## src/rtl/alu_seq_ctrl_if.sv

```systemverilog
// Request/response bundle for alu_seq_ctrl; the abort signal exists only when
// ALU_SEQ_ABORT_EN is defined.
interface alu_seq_ctrl_if;
   logic       start;
   logic [1:0] op;
   logic [2:0] count;
   logic [3:0] din;
`ifdef ALU_SEQ_ABORT_EN
   logic       abort;
`endif
   logic [3:0] sel;
   logic       busy;
   logic       done;
   logic [3:0] result;

   modport master (
      output start, op, count, din,
`ifdef ALU_SEQ_ABORT_EN
      output abort,
`endif
      input  sel, busy, done, result
   );

   modport slave (
      input  start, op, count, din,
`ifdef ALU_SEQ_ABORT_EN
      input  abort,
`endif
      output sel, busy, done, result
   );
endinterface

```

## src/rtl/alu_seq_ctrl.sv

```systemverilog
// Sequenced 4-bit rotate/shift controller: applies `count` single-bit steps to din.
// Optional feature: define ALU_SEQ_ABORT_EN to add the abort input.
module alu_seq_ctrl (
   input  logic                 clk_i,
   input  logic                 rst_i,
   alu_seq_ctrl_if.slave        bus_io
);

   typedef enum logic [1:0] {StIdle, StRun, StDone} state_e;

   state_e     state_q, state_d;
   logic [3:0] work_q, work_d;
   logic [2:0] cnt_q, cnt_d;
   logic [1:0] opr_q, opr_d;

   function automatic logic [3:0] step_f(input logic [3:0] w, input logic [1:0] o);
      logic [3:0] r;
      unique case (o)
         2'b00:   r = {w[2:0], w[3]};
         2'b01:   r = {w[0], w[3:1]};
         2'b10:   r = {w[2:0], 1'b0};
         default: r = {1'b0, w[3:1]};
      endcase
      return r;
   endfunction

   always_comb begin
      state_d = state_q;
      work_d  = work_q;
      cnt_d   = cnt_q;
      opr_d   = opr_q;
      unique case (state_q)
         StIdle: begin
            if (bus_io.start) begin
               work_d  = bus_io.din;
               opr_d   = bus_io.op;
               cnt_d   = bus_io.count;
               state_d = (bus_io.count != 3'd0) ? StRun : StDone;
            end
         end
         StRun: begin
`ifdef ALU_SEQ_ABORT_EN
            if (bus_io.abort) begin
               // Keep the partial result; no step on the abort edge.
               state_d = StIdle;
               cnt_d   = 3'd0;
            end else begin
               work_d = step_f(work_q, opr_q);
               cnt_d  = cnt_q - 3'd1;
               if (cnt_q == 3'd1) state_d = StDone;
            end
`else
            work_d = step_f(work_q, opr_q);
            cnt_d  = cnt_q - 3'd1;
            if (cnt_q == 3'd1) state_d = StDone;
`endif
         end
         StDone:  state_d = StIdle;
         default: state_d = StIdle;
      endcase
   end

   always_ff @(posedge clk_i or posedge rst_i) begin
      if (rst_i) begin
         state_q <= StIdle;
         work_q  <= 4'b0000;
         cnt_q   <= 3'b000;
         opr_q   <= 2'b00;
      end else begin
         state_q <= state_d;
         work_q  <= work_d;
         cnt_q   <= cnt_d;
         opr_q   <= opr_d;
      end
   end

   // Outputs depend only on registered state, never on inputs.
   always_comb begin
      bus_io.busy   = (state_q != StIdle);
      bus_io.done   = (state_q == StDone);
      bus_io.sel    = (state_q == StRun) ? {2'b01, opr_q} : 4'b0000;
      bus_io.result = work_q;
   end

endmodule

```

## src/flat_wrapper.sv

```systemverilog
// flat-port wrapper written by rule: the top's interface ports become plain ports
module alu_seq_ctrl_flat 
  (clk_i, rst_i, bus_io_start, bus_io_op, bus_io_count, bus_io_din, bus_io_sel, bus_io_busy, bus_io_done, bus_io_result);
  alu_seq_ctrl_if bus_io_i ();
  input  logic clk_i;
  input  logic rst_i;
  input wire logic [$bits(bus_io_i.start)-1:0] bus_io_start;
  input wire logic [$bits(bus_io_i.op)-1:0] bus_io_op;
  input wire logic [$bits(bus_io_i.count)-1:0] bus_io_count;
  input wire logic [$bits(bus_io_i.din)-1:0] bus_io_din;
  output wire logic [$bits(bus_io_i.sel)-1:0] bus_io_sel;
  output wire logic [$bits(bus_io_i.busy)-1:0] bus_io_busy;
  output wire logic [$bits(bus_io_i.done)-1:0] bus_io_done;
  output wire logic [$bits(bus_io_i.result)-1:0] bus_io_result;
  assign bus_io_i.start = bus_io_start;
  assign bus_io_i.op = bus_io_op;
  assign bus_io_i.count = bus_io_count;
  assign bus_io_i.din = bus_io_din;
  assign bus_io_sel = bus_io_i.sel;
  assign bus_io_busy = bus_io_i.busy;
  assign bus_io_done = bus_io_i.done;
  assign bus_io_result = bus_io_i.result;
  alu_seq_ctrl u_core (.clk_i(clk_i), .rst_i(rst_i), .bus_io(bus_io_i));
endmodule
```

## config.mk

```make
export PLATFORM = sky130hd
export DESIGN_NAME = alu_seq_ctrl_flat
export DESIGN_NICKNAME = d
export VERILOG_FILES = /design/src/rtl/alu_seq_ctrl_if.sv /design/src/rtl/alu_seq_ctrl.sv /design/src/flat_wrapper.sv
export SDC_FILE = /design/constraint.sdc
export NUM_CORES = 1
export LEC_CHECK = 0
export CORE_MARGIN = 1.5
export CORE_UTILIZATION = 40
export DETAILED_ROUTE_END_ITERATION = 10
export PLACE_DENSITY = 0.74
export REMOVE_ABC_BUFFERS = 1
export SETUP_SLACK_MARGIN = 0.2
export SYNTH_ARGS = -nofsm -noshare
export SYNTH_HDL_FRONTEND = slang
export SYNTH_SLANG_ARGS = --single-unit
```

## constraint.sdc

```tcl
create_clock -name clk_i -period 1.2 [get_ports clk_i]
set_input_delay 0.18 -clock clk_i [delete_from_list [all_inputs] [get_ports clk_i]]
set_output_delay 0.18 -clock clk_i [all_outputs]
set_load 0.05 [all_outputs]
```

==> job_summary.md, run 1 <==
## Synthesis and layout report

| Metric | Value |
|---|---|
| Status | `complete, but fails checks` |
| Failing checks | `setup timing` |
| Maximum vdd drop | `2.03 mV` |
| Pwr Total | `0.00378 W` |
| Vias in the first global route | `710` |
| Worst setup path class | `register to output pin` |
| Largest stage delay, worst path | `0.45 ns` |
| Combinational power share | `72.1%` |
| Metal3 WL | `108 um` |
| Period minus WS final | `1.41 ns` |
| H-tree level count | `1` |
| Final Hold Violation Tally | `0` |
| Crit path cell chain | `buf_6 -> or2_4 -> buf_12` |
| Ys flop type | `dfrtp_1` |
| Sw frac | `a little over two fifths` |
| Num rows | `14` |
| Worst-path fanout max | `6` |
| Tally of yosys warning messages | `0` |
| N_diodes | `0` |
| Top area cell types | `dfrtp_1 (40%), a21oi_1 (5.1%), mux2i_1 (4.4%), inv_1 (4.4%), ha_1 (3.7%)` |
| Clock Tree Root | `clkbuf_4` |
| Global-route wire length before repair | `3300 um` |
| I/O Pins | `22` |
| Final Non-Filler Cells | `126` |
| Setup violations, final | `13` |
| Internal power | `0.00216 W` |
| Setup WS post-layout | `-0.211 ns` |
| Synth top cell by count | `dfrtp_1` |
| Post-synth EDFFs | `0` |
| CTS tree | `built` |
| GRT overflow | `0` |
| Crit path DAT | `1.23 ns` |
| Tool Warnings | `28` |
| HP Class | `input port to async pin` |
| Cell taking the most area after synthesis | `dfrtp_1` |
| Critical Path Start Type | `register` |
| Total core area | `0.00154 mm^2` |
| Die W | `44.3 um` |
| Largest net degree at the start of global routing | `12` |
| ANT nets after route | `0` |
| Ys cells | `71` |
| Top routing layer in use | `met4` |
| Top cells by count | `dfrtp_1 (11), inv_1 (8), a21oi_1 (7)` |
## run 1: flip-flops by register name, summed over array words and instances (netlist names)
name / flops
u_core.cnt_q: 3
u_core.opr_q: 2
u_core.bus_io.result: 4
u_core.state_q: 2
## run 1: worst max-delay path, delay by kind of cell, from the launching register on
kind | cells | cell delay [ns]
buffers and inverters | 2 | 0.28
DFF | 1 | 0.45
and+or+nand+nor | 1 | 0.23
## run 1: cell usage in the layout, fill, tap and decap left out, types with 2 or more instances in the layout
| cell type | count |
|---|---|
| mux2i_1 | 3 |
| inv_1 | 7 |
| nand2b_1 | 2 |
| ha_1 | 2 |
| buf_12 | 9 |
| a21oi_2 | 3 |
| nor2_1 | 3 |
| o21ai_1 | 2 |
| clkdlybuf4s50_1 | 10 |
| clkbuf_4 | 3 |
| buf_6 | 9 |
| nor2b_1 | 2 |
| a221o_1 | 2 |
| and2_4 | 2 |
| mux2_4 | 2 |
| dfrtp_1 | 7 |
| a32oi_1 | 2 |
| a21oi_1 | 4 |
| o21ai_0 | 2 |
| buf_4 | 10 |
| nand2_1 | 2 |
| dfrtp_2 | 4 |
## run 1: what timing repair did
action                                  in CTS  in global routing
endpoints found under the setup margin      20                 20
gates resized                               27                  2
cloned                                       0                  0
setup buffers                                7                  2
pin swaps                                    9                  2
## run 1: power groups by stage
stage	registers [W]	logic, W	clock network (W)
5_1_grt	0.000813	0.00289	0.000290
6_report	0.000785	0.00273	0.000269
2_1_floorplan	0.000959	0.000935	0
3_5_place_dp	0.000796	0.00220	0
4_1_cts	0.000776	0.00266	0.000283
3_3_place_gp	0.000783	0.00216	0
## run 1: logic make-up after synthesis
kind of cell	Yosys count	share of synthesized area, %
and+or+nand+nor	21	20.2
muxes	5	7.72
DFF	11	40.4
adders and majority gates	2	3.68
buffers and inverters	12	8.82
other	1	0.551
AOI/OAI and AO/OA	19	18.6
## run 1: worst max path at each step
stage / from / to / depth (start not counted) / slack, ns
floorplan: u_core.state_q[1]$_DFFE_PP0P_ / bus_io_sel[0] / 3 / -0.55
global placement: bus_io_start / u_core.bus_io.result[1]$_DFFE_PP0P_ / 4 / -0.24
detailed placement: bus_io_start / u_core.bus_io.result[1]$_DFFE_PP0P_ / 4 / -0.29
CTS: u_core.state_q[1]$_DFFE_PP0P_ / bus_io_busy / 3 / -0.21
global route: u_core.state_q[1]$_DFFE_PP0P_ / bus_io_sel[0] / 4 / -0.25
finish: u_core.state_q[1]$_DFFE_PP0P_ / bus_io_busy / 3 / -0.21
## run 1: final cells by class
type	instances	share of cell area, %
well taps	16	1.65
multi-input cells	48	32.1
flip-flops and latches	11	23.1
repair buffers	39	38.4
inverters	8	2.68
clock buffers	4	2.16
## run 1: per-stage QoR
stage,cell area (um^2),worst slack (ns),TNS (ns)
floorplan,651,-0.553,-1.65
global placement,1040,-0.236,-2.19
detailed placement,1040,-0.286,-2.61
CTS,1190,-0.210,-1.50
global route,1210,-0.250,-2.25
finish,1210,-0.211,-1.58
## run 1: per-layer routing
| layer | track usage, % | vias up |
|---|---|---|
| met1 | 29.2 | 327 |
| met3 | 7.35 | 2 |
| li1 | - | 326 |
| met5 | 0 | - |
| met4 | 6.67 | 0 |
| met2 | 39.4 | 31 |
==> run_1/metal_stack.png <==
Bar = 10 um.
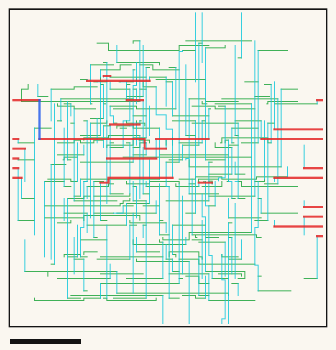
[met1] green | wire length: 823 um
[met4] blue | wire length: 5.40 um
[met3] red | wire length: 108 um
[met2] cyan | wire length: 991 um
DR WL/cell: 15.3 um
final WL: 1930 um
vias: 686
GRT Util Overall: 23.5%

==> run_1/pdn.png <==
Bar = 10 um. Pins as bars on the die edge.
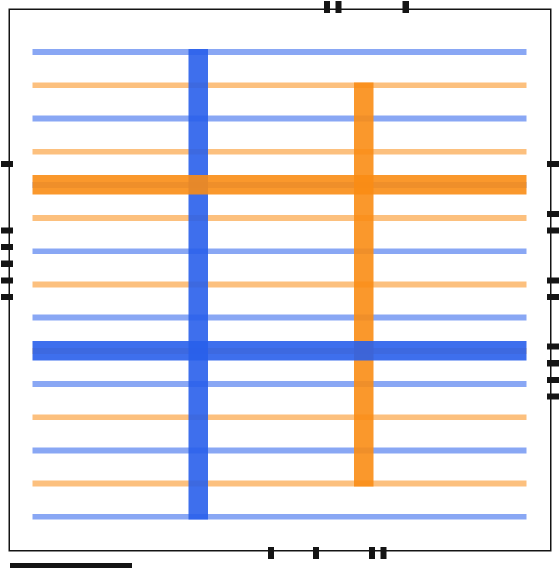
[VSS] blue
[VDD] orange
signal pins: 22
met4 straps: 2
met1 rails: 15

==> run_1/final_congestion.png <==
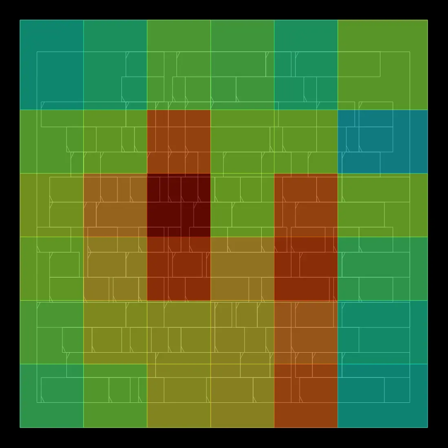
gr busiest metal: met2
GR Util met1: 29.2%
M2 GR Usage: 39.4%
final design utilization: 78.7%
GR Util met3: 7.35%

==> run_1/clock_map.png <==
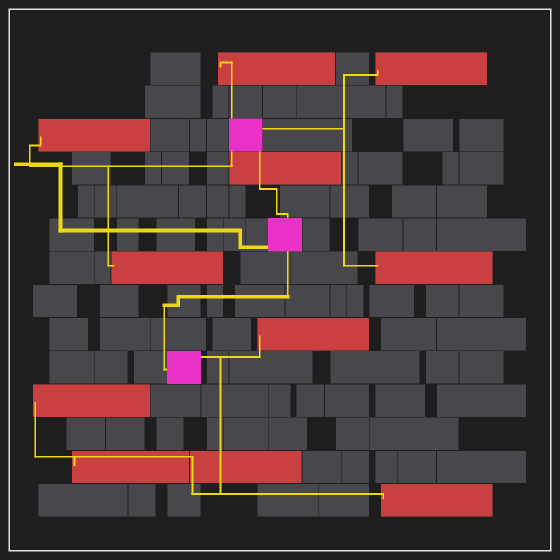
[cells driving clock nets] magenta | count: 3
[flip-flops] red | count: 11
[clock wires] yellow | length: 189 um
flops lie: all over the die
routed clock nets: 4
Clk. pwr: 0.000269 W
Clock power frac: 7.1%
Skew-Pair Late Insertion Delay: 0.27 ns
skew final: 0.00249 ns

==> run_1/cell_classes.png <==
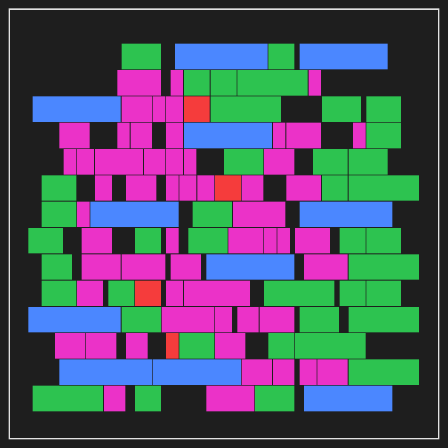

==> run 1 -> run 2 <==
--- a/config.mk
+++ b/config.mk
@@ -5,7 +5,6 @@
 export SDC_FILE = /design/constraint.sdc
 export NUM_CORES = 1
 export LEC_CHECK = 0
-export CORE_MARGIN = 1.5
 export CORE_UTILIZATION = 40
 export DETAILED_ROUTE_END_ITERATION = 10
 export PLACE_DENSITY = 0.74
==> run_2/cell_classes.png <==
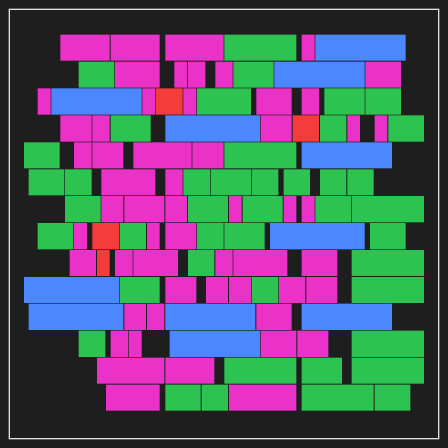
[other buffers and delay cells] green | cells: 43 | share of their area: 40%
[clock drivers and dummy loads] red | cells: 4 | share of their area: 2.1%
[all other logic] magenta | cells: 56 | share of their area: 36%
[flip-flops] blue | cells: 11 | share of their area: 22%
total core area: 0.00154 mm^2
design area: 0.00129 mm^2
Seq/total area: 21.7%
final design utilization: 83.6%

==> run 2 against run 1 <==
Effect of this change:
- the flow still finishes with violations (setup timing)
- synthesized cell count did not move
- fmax fell by 2.3%
- non-clock buffer count rose by 4
- critical path type is now register to register
- critical path depth rose by 3
- via count rose by 9.9%
- combinational power rose by 11%
- largest power group unchanged
==> job_summary.md, run 2 <==
## Synthesis and layout report

| Metric | Value |
|---|---|
| Commonest Layout Cell | `buf_4` |
| Sw frac | `44.3% (+1.3 points)` |
| H-tree level count | `1 (unchanged)` |
| Top cells by count | `dfrtp_1 (11), inv_1 (8), a21oi_1 (7)` |
| Metal3 WL | `152 um (+41%)` |
| Vias in the first global route | `766 (+7.9%)` |
| N_diodes | `0 (unchanged)` |
| Status | `complete, but fails checks` |
| Top routing layer in use | `met4` |
| Period minus WS final | `1.44 ns (+0.0332 ns)` |
| Vias | `754 (+9.9%)` |
| HP Class | `input port to async pin` |
| Tally of yosys warning messages | `0 (unchanged)` |
| Cell taking the most area after synthesis | `dfrtp_1` |
| I/O Pins | `22 (unchanged)` |
| Global-route wire length before repair | `3770 um (+14%)` |
| Num rows | `14 (unchanged)` |
| Internal power | `0.00229 W (+6.1%)` |
| Number of flip-flops in the largest register | `4 (unchanged)` |
| GRT overflow | `0 (unchanged)` |
| Ys flop type | `dfrtp_1` |
| Critical Path Start Type | `register` |
| Drt drc | `0` |
| Setup violations, final | `13 (unchanged)` |
| DR WL/cell | `18.8 um (+23%)` |
| Failing checks | `setup timing` |
| Skew-Pair Late Insertion Delay | `0.28 ns (about the same)` |
| Clock Tree Root | `clkbuf_4` |
| Skew final | `0.00219 ns (-0.000298 ns)` |
| Worst setup path class | `register to register` |
| Final WL | `2440 um (+27%)` |
| Most common logic cells in the final layout | `buf_4 (13), clkdlybuf4s50_1 (11), buf_12 (9), buf_6 (9)` |
| Largest net degree at the start of global routing | `12 (unchanged)` |
| Worst-path fanout max | `3 (-3)` |
| Top area cell types | `dfrtp_1 (40%), a21oi_1 (5.1%), mux2i_1 (4.4%), inv_1 (4.4%), ha_1 (3.7%)` |
| Post-synth EDFFs | `0 (unchanged)` |
| Tool Warnings | `28 (unchanged)` |
| CTS tree | `built` |
| ANT nets after route | `0 (unchanged)` |
| Crit path DAT | `1.64 ns (+0.41 ns)` |
| Final Hold Violation Tally | `0 (unchanged)` |
| Clock power frac | `6.6% (-0.5 points)` |
| Setup_tns | `-2.16 ns (-0.585 ns)` |
| Setup WS post-layout | `-0.244 ns (-0.0332 ns)` |
| Combinational power share | `73.7% (+1.6 points)` |
==> run_2/pdn.png <==
Bar = 10 um. Pins as bars on the die edge.
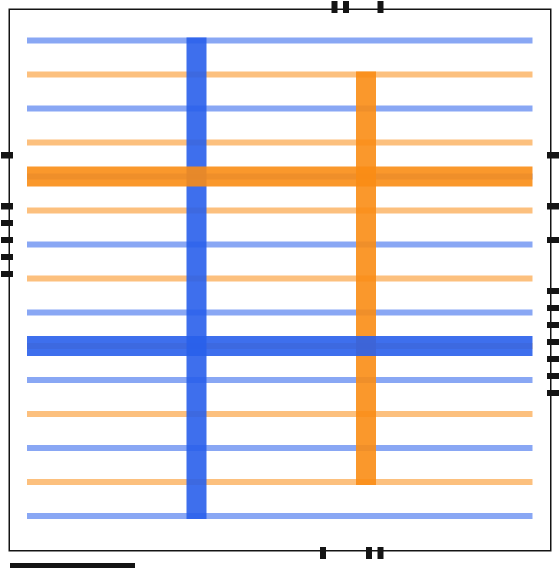
[VDD] orange
[VSS] blue
met4 straps: 2
signal pins: 22
rows: 14
Die W: 43.3 um
Die Ht: 43.3 um

[run 2: worst max-delay path: stages, from the launching register on]
cell,delay [ns]
dfrtp_2,0.45
buf_6,0.13
buf_6,0.11
nor3b_4,0.29
buf_6,0.16
a22oi_1,0.09
o21ai_1,0.13
[run 2: worst max-delay path by stage]
stage / to / slack, ns / cells after the start
5_1_grt: u_core.bus_io.result[3]$_DFFE_PP0P_ / -0.29 / 6
3_5_place_dp: u_core.bus_io.result[1]$_DFFE_PP0P_ / -0.27 / 4
6_report: u_core.bus_io.result[3]$_DFFE_PP0P_ / -0.24 / 6
3_3_place_gp: u_core.bus_io.result[1]$_DFFE_PP0P_ / -0.22 / 4
2_1_floorplan: bus_io_sel[0] / -0.55 / 3
4_1_cts: u_core.opr_q[0]$_DFFE_PP0P_ / -0.19 / 4
[run 2: timing repair]
action                     CTS  global route
pin swaps                    8             6
hold buffers                 0             0
gates resized               30             7
buffers inserted            11             2
setup endpoints to repair   20            20
[run 2: final cells by class]
type                            count  area [um^2]
Inverter                            8         32.5
Tap cell                           16         20.0
Sequential cell                    11          280
Multi-Input combinational cell     48          425
Fill cell                          72          253
Clock buffer                        4         26.3
Timing Repair Buffer               43          504
[run 2: kinds of logic (layout without fill, tap and decap cells)]
logic type	Yosys count	after routing	synth area share (%)
other	1	1	0.551
adders and majority gates	2	2	3.68
buffers and inverters	12	55	8.82
DFF	11	11	40.4
AOI/OAI and AO/OA	19	19	18.6
muxes	5	5	7.72
and+or+nand+nor	21	21	20.2
[run 2: per-stage QoR]
stage	instance area, um^2	total power [W]	cells	worst slack [ns]	util (%)
finish	1290	0.00411	130	-0.244	83.6
global route	1290	0.00426	130	-0.287	83.6
CTS	1250	0.00384	128	-0.192	80.8
detailed placement	1040	0.00299	113	-0.274	67.2
global placement	1040	0.00291	113	-0.224	67.2
floorplan	651	0.00189	67	-0.553	-
[run 2: power by group through the flow]
stage                     logic (W)  registers, W  clock network (W)
after global placement      0.00212      0.000794                  0
after global routing        0.00316      0.000823           0.000284
after detailed placement    0.00219      0.000806                  0
after CTS                   0.00280      0.000781           0.000258
after floorplan            0.000935      0.000959                  0
final                       0.00303      0.000808           0.000271
[run 2: layer usage]
layer | vias up | global-route usage, %
met3 | 6 | 7.66
met1 | 372 | 34.8
met5 | - | 0
met4 | 0 | 7.88
met2 | 43 | 49.0
li1 | 333 | -
Power and IR drop assume default switching activity.
